`config.mk`:
```
export PLATFORM = sky130hd
export DESIGN_NAME = mna_axi_resp_driver
export DESIGN_NICKNAME = d
export VERILOG_FILES = /design/src/rtl/mna_axi_resp_driver_pkg.sv /design/src/rtl/mna_axi_resp_driver_sat_counter.sv /design/src/rtl/mna_axi_resp_driver.sv
export SDC_FILE = /design/constraint.sdc
export NUM_CORES = 1
export LEC_CHECK = 0
export CORE_ASPECT_RATIO = 0.5
export CORE_MARGIN = 8
export CORE_UTILIZATION = 40
export CTS_CLUSTER_DIAMETER = 80
export CTS_CLUSTER_SIZE = 16
export DETAILED_ROUTE_END_ITERATION = 6
export HOLD_SLACK_MARGIN = 0.03
export PLACE_DENSITY = 0.89
export SYNTH_ARGS = -nofsm -noshare
export SYNTH_HDL_FRONTEND = slang
export SYNTH_SLANG_ARGS = --single-unit
export TNS_END_PERCENT = 30
```
`constraint.sdc`:
```
create_clock -name clk -period 2.1 [get_ports clk]
set_input_delay 0.42 -clock clk [delete_from_list [all_inputs] [get_ports clk]]
set_output_delay 0.42 -clock clk [all_outputs]
set_load 0.01 [all_outputs]
```
`src/rtl/mna_axi_resp_driver_pkg.sv`:
```
// Shared MNA definitions for the response path.
// Holds the flit type codes, header field positions, AXI response codes,
// the response-driver FSM state encoding and a header decode helper.
package mna_axi_resp_driver_pkg;

  // Flit type field, flit[33:32]
  localparam logic [1:0] FLIT_HDR     = 2'b10;
  localparam logic [1:0] FLIT_PAYLOAD = 2'b01;

  // Header body field positions
  localparam int unsigned WRITE_BIT = 0;
  localparam int unsigned RESP_LSB  = 1;

  // AXI response codes
  localparam logic [1:0] RESP_OKAY   = 2'b00;
  localparam logic [1:0] RESP_EXOKAY = 2'b01;
  localparam logic [1:0] RESP_SLVERR = 2'b10;
  localparam logic [1:0] RESP_DECERR = 2'b11;

  typedef enum logic [1:0] {
    ST_IDLE      = 2'd0,
    ST_WAIT_DATA = 2'd1,
    ST_B_OUT     = 2'd2,
    ST_R_OUT     = 2'd3
  } resp_state_e;

  // Extract the AXI response code carried in a header body.
  function automatic logic [1:0] hdr_resp(input logic [31:0] body);
    return body[RESP_LSB +: 2];
  endfunction

endpackage

```
`src/rtl/mna_axi_resp_driver_sat_counter.sv`:
```
// mna_sat_counter: parameterised-width up counter that stops at all-ones.
// Ports:
//   clk   - clock
//   rst   - synchronous active-high reset, clears count
//   inc   - increment request for this cycle
//   count - current count value, never wraps
module mna_sat_counter #(
  parameter int unsigned WIDTH = 8
) (
  input  logic             clk,
  input  logic             rst,
  input  logic             inc,
  output logic [WIDTH-1:0] count
);

  always_ff @(posedge clk) begin
    if (rst) begin
      count <= '0;
    end else if (inc && (count != '1)) begin
      count <= count + WIDTH'(1);
    end
  end

endmodule

```
`src/rtl/mna_axi_resp_driver.sv`:
```
// mna_axi_resp_driver: MNA response-flow stage. Consumes response flits from
// the NoC ejection port and drives the AXI4-Lite B or R channel. Malformed
// flit sequences raise a one-cycle proto_err pulse and are counted.
// Ports:
//   clk, rst             - clock, synchronous active-high reset
//   flit_in/valid/ready  - response flit stream from the NoC
//   bvalid/bready/bresp  - AXI write response channel
//   rvalid/rready/rdata/rresp - AXI read data channel
//   proto_err            - pulse, one cycle after a malformed flit is accepted
//   err_count            - saturating count of proto_err pulses
module mna_axi_resp_driver
  import mna_axi_resp_driver_pkg::*;
#(
  parameter int unsigned FLIT_W   = 34,
  parameter int unsigned DATA_W   = 32,
  parameter int unsigned ERRCNT_W = 8
) (
  input  logic                clk,
  input  logic                rst,
  input  logic [FLIT_W-1:0]   flit_in,
  input  logic                flit_valid,
  output logic                flit_ready,
  output logic                bvalid,
  input  logic                bready,
  output logic [1:0]          bresp,
  output logic                rvalid,
  input  logic                rready,
  output logic [DATA_W-1:0]   rdata,
  output logic [1:0]          rresp,
  output logic                proto_err,
  output logic [ERRCNT_W-1:0] err_count
);

  resp_state_e state, state_n;

  logic [1:0]        flit_type;
  logic [DATA_W-1:0] flit_body;
  logic              hdr_write;
  logic [1:0]        hdr_code;
  logic              accept;
  logic              err_det;
  logic              ld_bresp;
  logic              ld_rresp;
  logic              ld_rdata;

  assign flit_type = flit_in[FLIT_W-1 -: 2];
  assign flit_body = flit_in[DATA_W-1:0];
  assign hdr_write = flit_body[WRITE_BIT];
  assign hdr_code  = hdr_resp(flit_body[31:0]);

  // Decoded from state only so the upstream ready never depends on valid.
  always_comb begin
    flit_ready = (state == ST_IDLE) || (state == ST_WAIT_DATA);
    bvalid     = (state == ST_B_OUT);
    rvalid     = (state == ST_R_OUT);
  end

  assign accept = flit_valid && flit_ready;

  always_comb begin
    state_n  = state;
    err_det  = 1'b0;
    ld_bresp = 1'b0;
    ld_rresp = 1'b0;
    ld_rdata = 1'b0;
    case (state)
      ST_IDLE: begin
        if (accept) begin
          if (flit_type == FLIT_HDR) begin
            if (hdr_write) begin
              ld_bresp = 1'b1;
              state_n  = ST_B_OUT;
            end else begin
              ld_rresp = 1'b1;
              state_n  = ST_WAIT_DATA;
            end
          end else begin
            err_det = 1'b1;
          end
        end
      end
      ST_WAIT_DATA: begin
        if (accept) begin
          if (flit_type == FLIT_PAYLOAD) begin
            ld_rdata = 1'b1;
            state_n  = ST_R_OUT;
          end else if (flit_type == FLIT_HDR) begin
            // Pending read is abandoned; the new header is taken as in IDLE.
            err_det = 1'b1;
            if (hdr_write) begin
              ld_bresp = 1'b1;
              state_n  = ST_B_OUT;
            end else begin
              ld_rresp = 1'b1;
              state_n  = ST_WAIT_DATA;
            end
          end else begin
            err_det = 1'b1;
          end
        end
      end
      ST_B_OUT: begin
        if (bready) begin
          state_n = ST_IDLE;
        end
      end
      ST_R_OUT: begin
        if (rready) begin
          state_n = ST_IDLE;
        end
      end
      default: state_n = ST_IDLE;
    endcase
  end

  always_ff @(posedge clk) begin
    if (rst) begin
      state     <= ST_IDLE;
      bresp     <= '0;
      rresp     <= '0;
      rdata     <= '0;
      proto_err <= 1'b0;
    end else begin
      state     <= state_n;
      proto_err <= err_det;
      if (ld_bresp) bresp <= hdr_code;
      if (ld_rresp) rresp <= hdr_code;
      if (ld_rdata) rdata <= flit_body;
    end
  end

  mna_sat_counter #(
    .WIDTH(ERRCNT_W)
  ) u_err_cnt (
    .clk  (clk),
    .rst  (rst),
    .inc  (err_det),
    .count(err_count)
  );

endmodule

```
### Metal 1, run 1

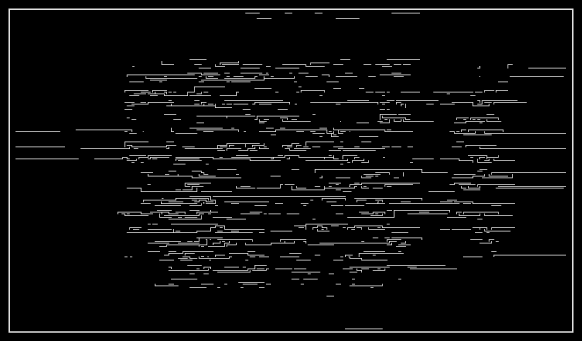
main direction: horizontal
nets with wire on the layer: 326
longest straight run: 26.2 um
wire length on this layer: 2020 um

### Signal wires on met2, run 1

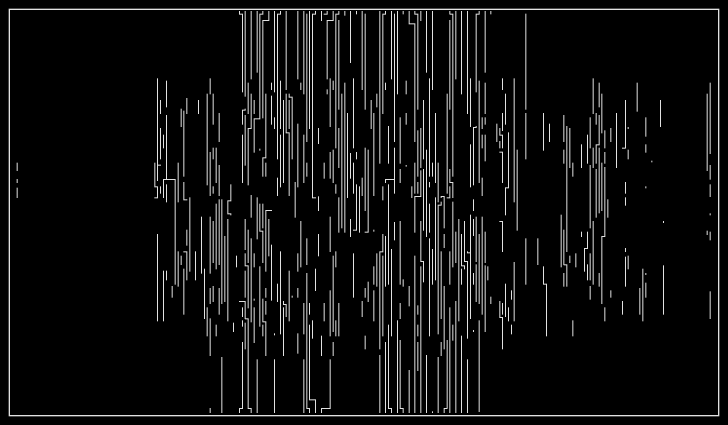
nets with wire on the layer: 293
share of all routed wire: 54%
longest straight run: 28.9 um

==> qor.csv, run 1 <==
metric;value;unit
cts_setup_buffers;0;
post-route-util;66.2;%
coreArea;0.00438;mm2
reg2reg_slack;0.32;ns
maxCapViolCount;0;
topCellsByArea;dfxtp_1, nand2_1, a21oi_1;
cts-root-buf;clkbuf_8;
pin_count;87;
critPathLaunch;flit_in[33];
syn_nets;264;
clkCellAreaFrac;3.97;%
cpPeakStageDelay;0.48;ns
combPwrFrac;9.4;%
clk_pin_slew_worst_paths;0.09;ns
final_cells;373;
final.clkbuf_count;5;
cts_tree;done;
n_all_buffers;97;
p_int;1.36;mW
slew_headroom;62.8;%
total_power;1.74;mW
p_clk;0.670;mW
lay_top_count;clkdlybuf4s50_1;
yosys_warnings;0;
io_buffers;86;
die_area;0.00710;mm2
setup_ws;0.0998;ns
whs;0.455;ns
min_period_over_period;95.2;%
grt_pass1_wl;8470;um
grt_max_degree;33;
endpoint_kind;flop;
power_leakage;0.997;nW
period_needed;2.00;ns
wl;5200;um
crit_required;2.30;ns
buf_share;32.9;%
inv_count;4;
pg_seq;0.907;mW
synth_area_per_cell;8.13;um2
insertion_delay;0.30;ns
hold_violations;0;
power_density;600;mW/mm2
endpoint;u_err_cnt.count[7];
startpoint_type;input port;
die_x;111;um
ir_drop;0.000288;V
via_per_inst;4.89;
nets;355;
grt_pass1_vias;1831;
status;complete, no violations;
yosys_area;0.00182;mm2
ys_async_sr_fraction;0;%
drc;0;
top_power_group;registers;
ys_cells;224;
grtUsageTotal;14.3;%
flop_area;941;um2
switching_power;0.378;mW
final_cell_mix;clkdlybuf4s50_1, nand2_1, dfxtp_1;
cp.depth;5;
routabilityCongestion;0.735;
num-multi-input-gates;160;
crit_fanout;6;
critPathKind;input port to flop;
seqPwrFrac;52.1;%
wl_per_cell;13.9;um
placed_cell_area;0.00279;mm2
pre_cts_ws;-0.209;ns
worst-slew-pin-transition;0.557;ns
rows;17;
route.met2.wl;2810;um
clock_sinks;47;
top_cells_by_count;nand2_1, dfxtp_1, a21oi_1, nor2_1, clkbuf_1;
tap_cells;57;
clockBufferDepth;2;
### The metal 3 layer, run 1

Bar = 20 um.
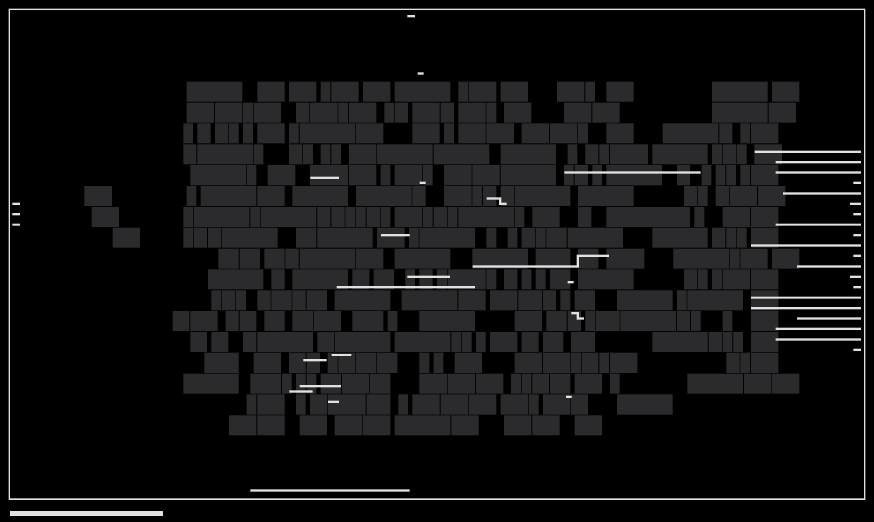
main direction: horizontal
longest straight run: 20.5 um

## run 1: flip-flops by register name, summed over array words and instances, names as in the netlist
register and cells:
rdata 32, state 2, bresp 2, u_err_cnt.count 8, rresp 2, proto_err 1
## run 1: tightest hold or removal path, stage by stage (launching register included)
cell and delay, ns:
dfxtp_1 0.31, nand2_1 0.05, a21oi_1 0.05
## run 1: per-layer routing
layer  GRT usage [%]  vias up
met2            26.8       51
met1            14.3      836
li1                -      925
met3            3.97       11
met4            7.74        0
met5               0        -
## run 1: cell families (layout without fill, tap and decap cells)
family,count (synthesis),count (layout),share of synthesized area [%]
fa+ha+maj,1,1,0.687
simple gates,106,106,25.6
buf+inv,17,109,4.12
flops,47,47,51.7
mux,8,8,4.54
compound gates,45,45,13.4
### Routing congestion map, run 1

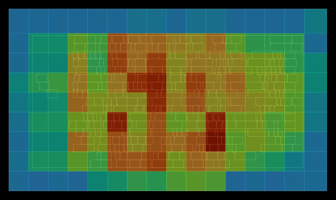

## Run 2: what changed since run 1
SETUP_SLACK_MARGIN = 0.5   (was not set)
### Routing congestion map, run 2

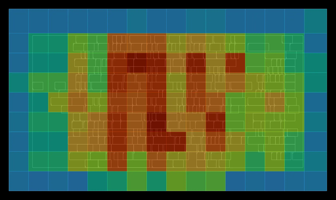
global routing usage on met2: 30.2%
met1 GRT Util: 15.7%
busiest grt layer: met2
wire length per cell: 16.7 um
met3 usage: 4.34%

==> run 2 against run 1 <==
Global-route usage rose by 1.5 points. Critical path type is now flop to primary output. Largest power group unchanged. Clock skew rose by 0.0016 ns. Count of clock-buffer cells in the layout did not move. Largest cell class unchanged. Total power rose by 0.61%. Critical endpoint is now err_count[6]. First-iteration DRC count rose by 81%. Cell count did not move.
==> qor.csv, run 2 <==
metric;value;unit
min_period_over_period;78.3;%
route.met2.wl;3380;um
ir_drop;0.000268;V
ys_async_sr_fraction;0;%
critPathLaunch;u_err_cnt.count[6];
combPwrFrac;10.1;%
period_needed;1.64;ns
coreArea;0.00438;mm2
power_density;578;mW/mm2
endpoint;err_count[6];
via_per_inst;5.17;
pin_count;87;
grt_pass1_vias;1975;
clk_pin_slew_worst_paths;0.09;ns
p_clk;0.668;mW
cp.depth;1;
synth-compound-area-share;13.4;%
reg_top3;rdata x32, u_err_cnt.count x8;
regMostFlops;rdata;
ys_sh_mux;4.54;%
hold_violations;0;
worst-slew-pin-transition;0.330;ns
lay_top_count;nand2_1;
flop_area;952;um2
syn_nets;264;
cts_tree;done;
buf_share;32.1;%
io_buffers;86;
yosys_area;0.00182;mm2
synthSimpleGateAreaFrac;25.6;%
die_area;0.00710;mm2
cpPeakStageDelay;0.55;ns
slew_headroom;77.8;%
n_all_buffers;97;
endpoint_kind;primary output;
clockBufferDepth;2;
startpoint_type;flop;
ys_cells;224;
rows;17;
critPathKind;flop to primary output;
reg2reg_slack;0.48;ns
topCellsByArea;dfxtp_1, nand2_1, a21oi_1;
yosys_warnings;0;
crit_required;1.68;ns
die_x;111;um
status;complete, no violations;
num-multi-input-gates;160;
clock_sinks;47;
p_int;1.36;mW
ys_sh_adder;0.687;%
maxCapViolCount;0;
pg_seq;0.907;mW
crit_fanout;4;
final.clkbuf_count;5;
grt_pass1_wl;9360;um
switching_power;0.390;mW
top_power_group;registers;
grtUsageTotal;15.8;%
cts_setup_buffers;2;
synthTopLogicFamily;simple AND/OR/NAND/NOR gates;
top_cells_by_count;nand2_1, dfxtp_1, a21oi_1, nor2_1, clkbuf_1;
synth_area_per_cell;8.13;um2
seqPwrFrac;51.8;%
insertion_delay;0.30;ns
nets;355;
post-route-util;69.2;%
### Signal wires on met2, run 2

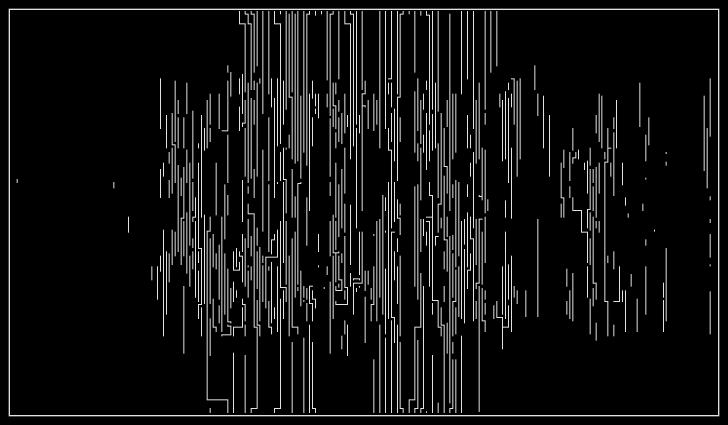
main direction: vertical
longest straight run: 30.9 um
drt total wl: 6220 um
vias post-DR: 1927

run 2: netlist changes by cell type in the layout (fill, tap and decap cells not counted), sizes merged:
cell / delta
clkdlybuf4s15: +2
clkdlybuf4s50: -19
clkinv: +2
clkinvlp: -1
dlygate4sd2: +8
dlymetal6s2s: +9
inv: -1
run 2: per-stage QoR:
| step | cell area, um2 | setup slack, ns | hold WS, ns | instances | power, mW |
|---|---|---|---|---|---|
| finish | 3030 | 0.456 | 0.457 | 373 | 1.75 |
| global route | 3030 | 0.422 | 0.476 | 373 | 1.80 |
| CTS | 2950 | 0.401 | 0.458 | 371 | 1.75 |
| detailed placement | 2770 | -0.179 | 0.446 | 361 | 1.09 |
| global placement | 2770 | -0.115 | 0.441 | 361 | 1.08 |
| floorplan | 1830 | 0.460 | 0.481 | 224 | 0.981 |
Power is estimated from default activity; no workload was simulated.
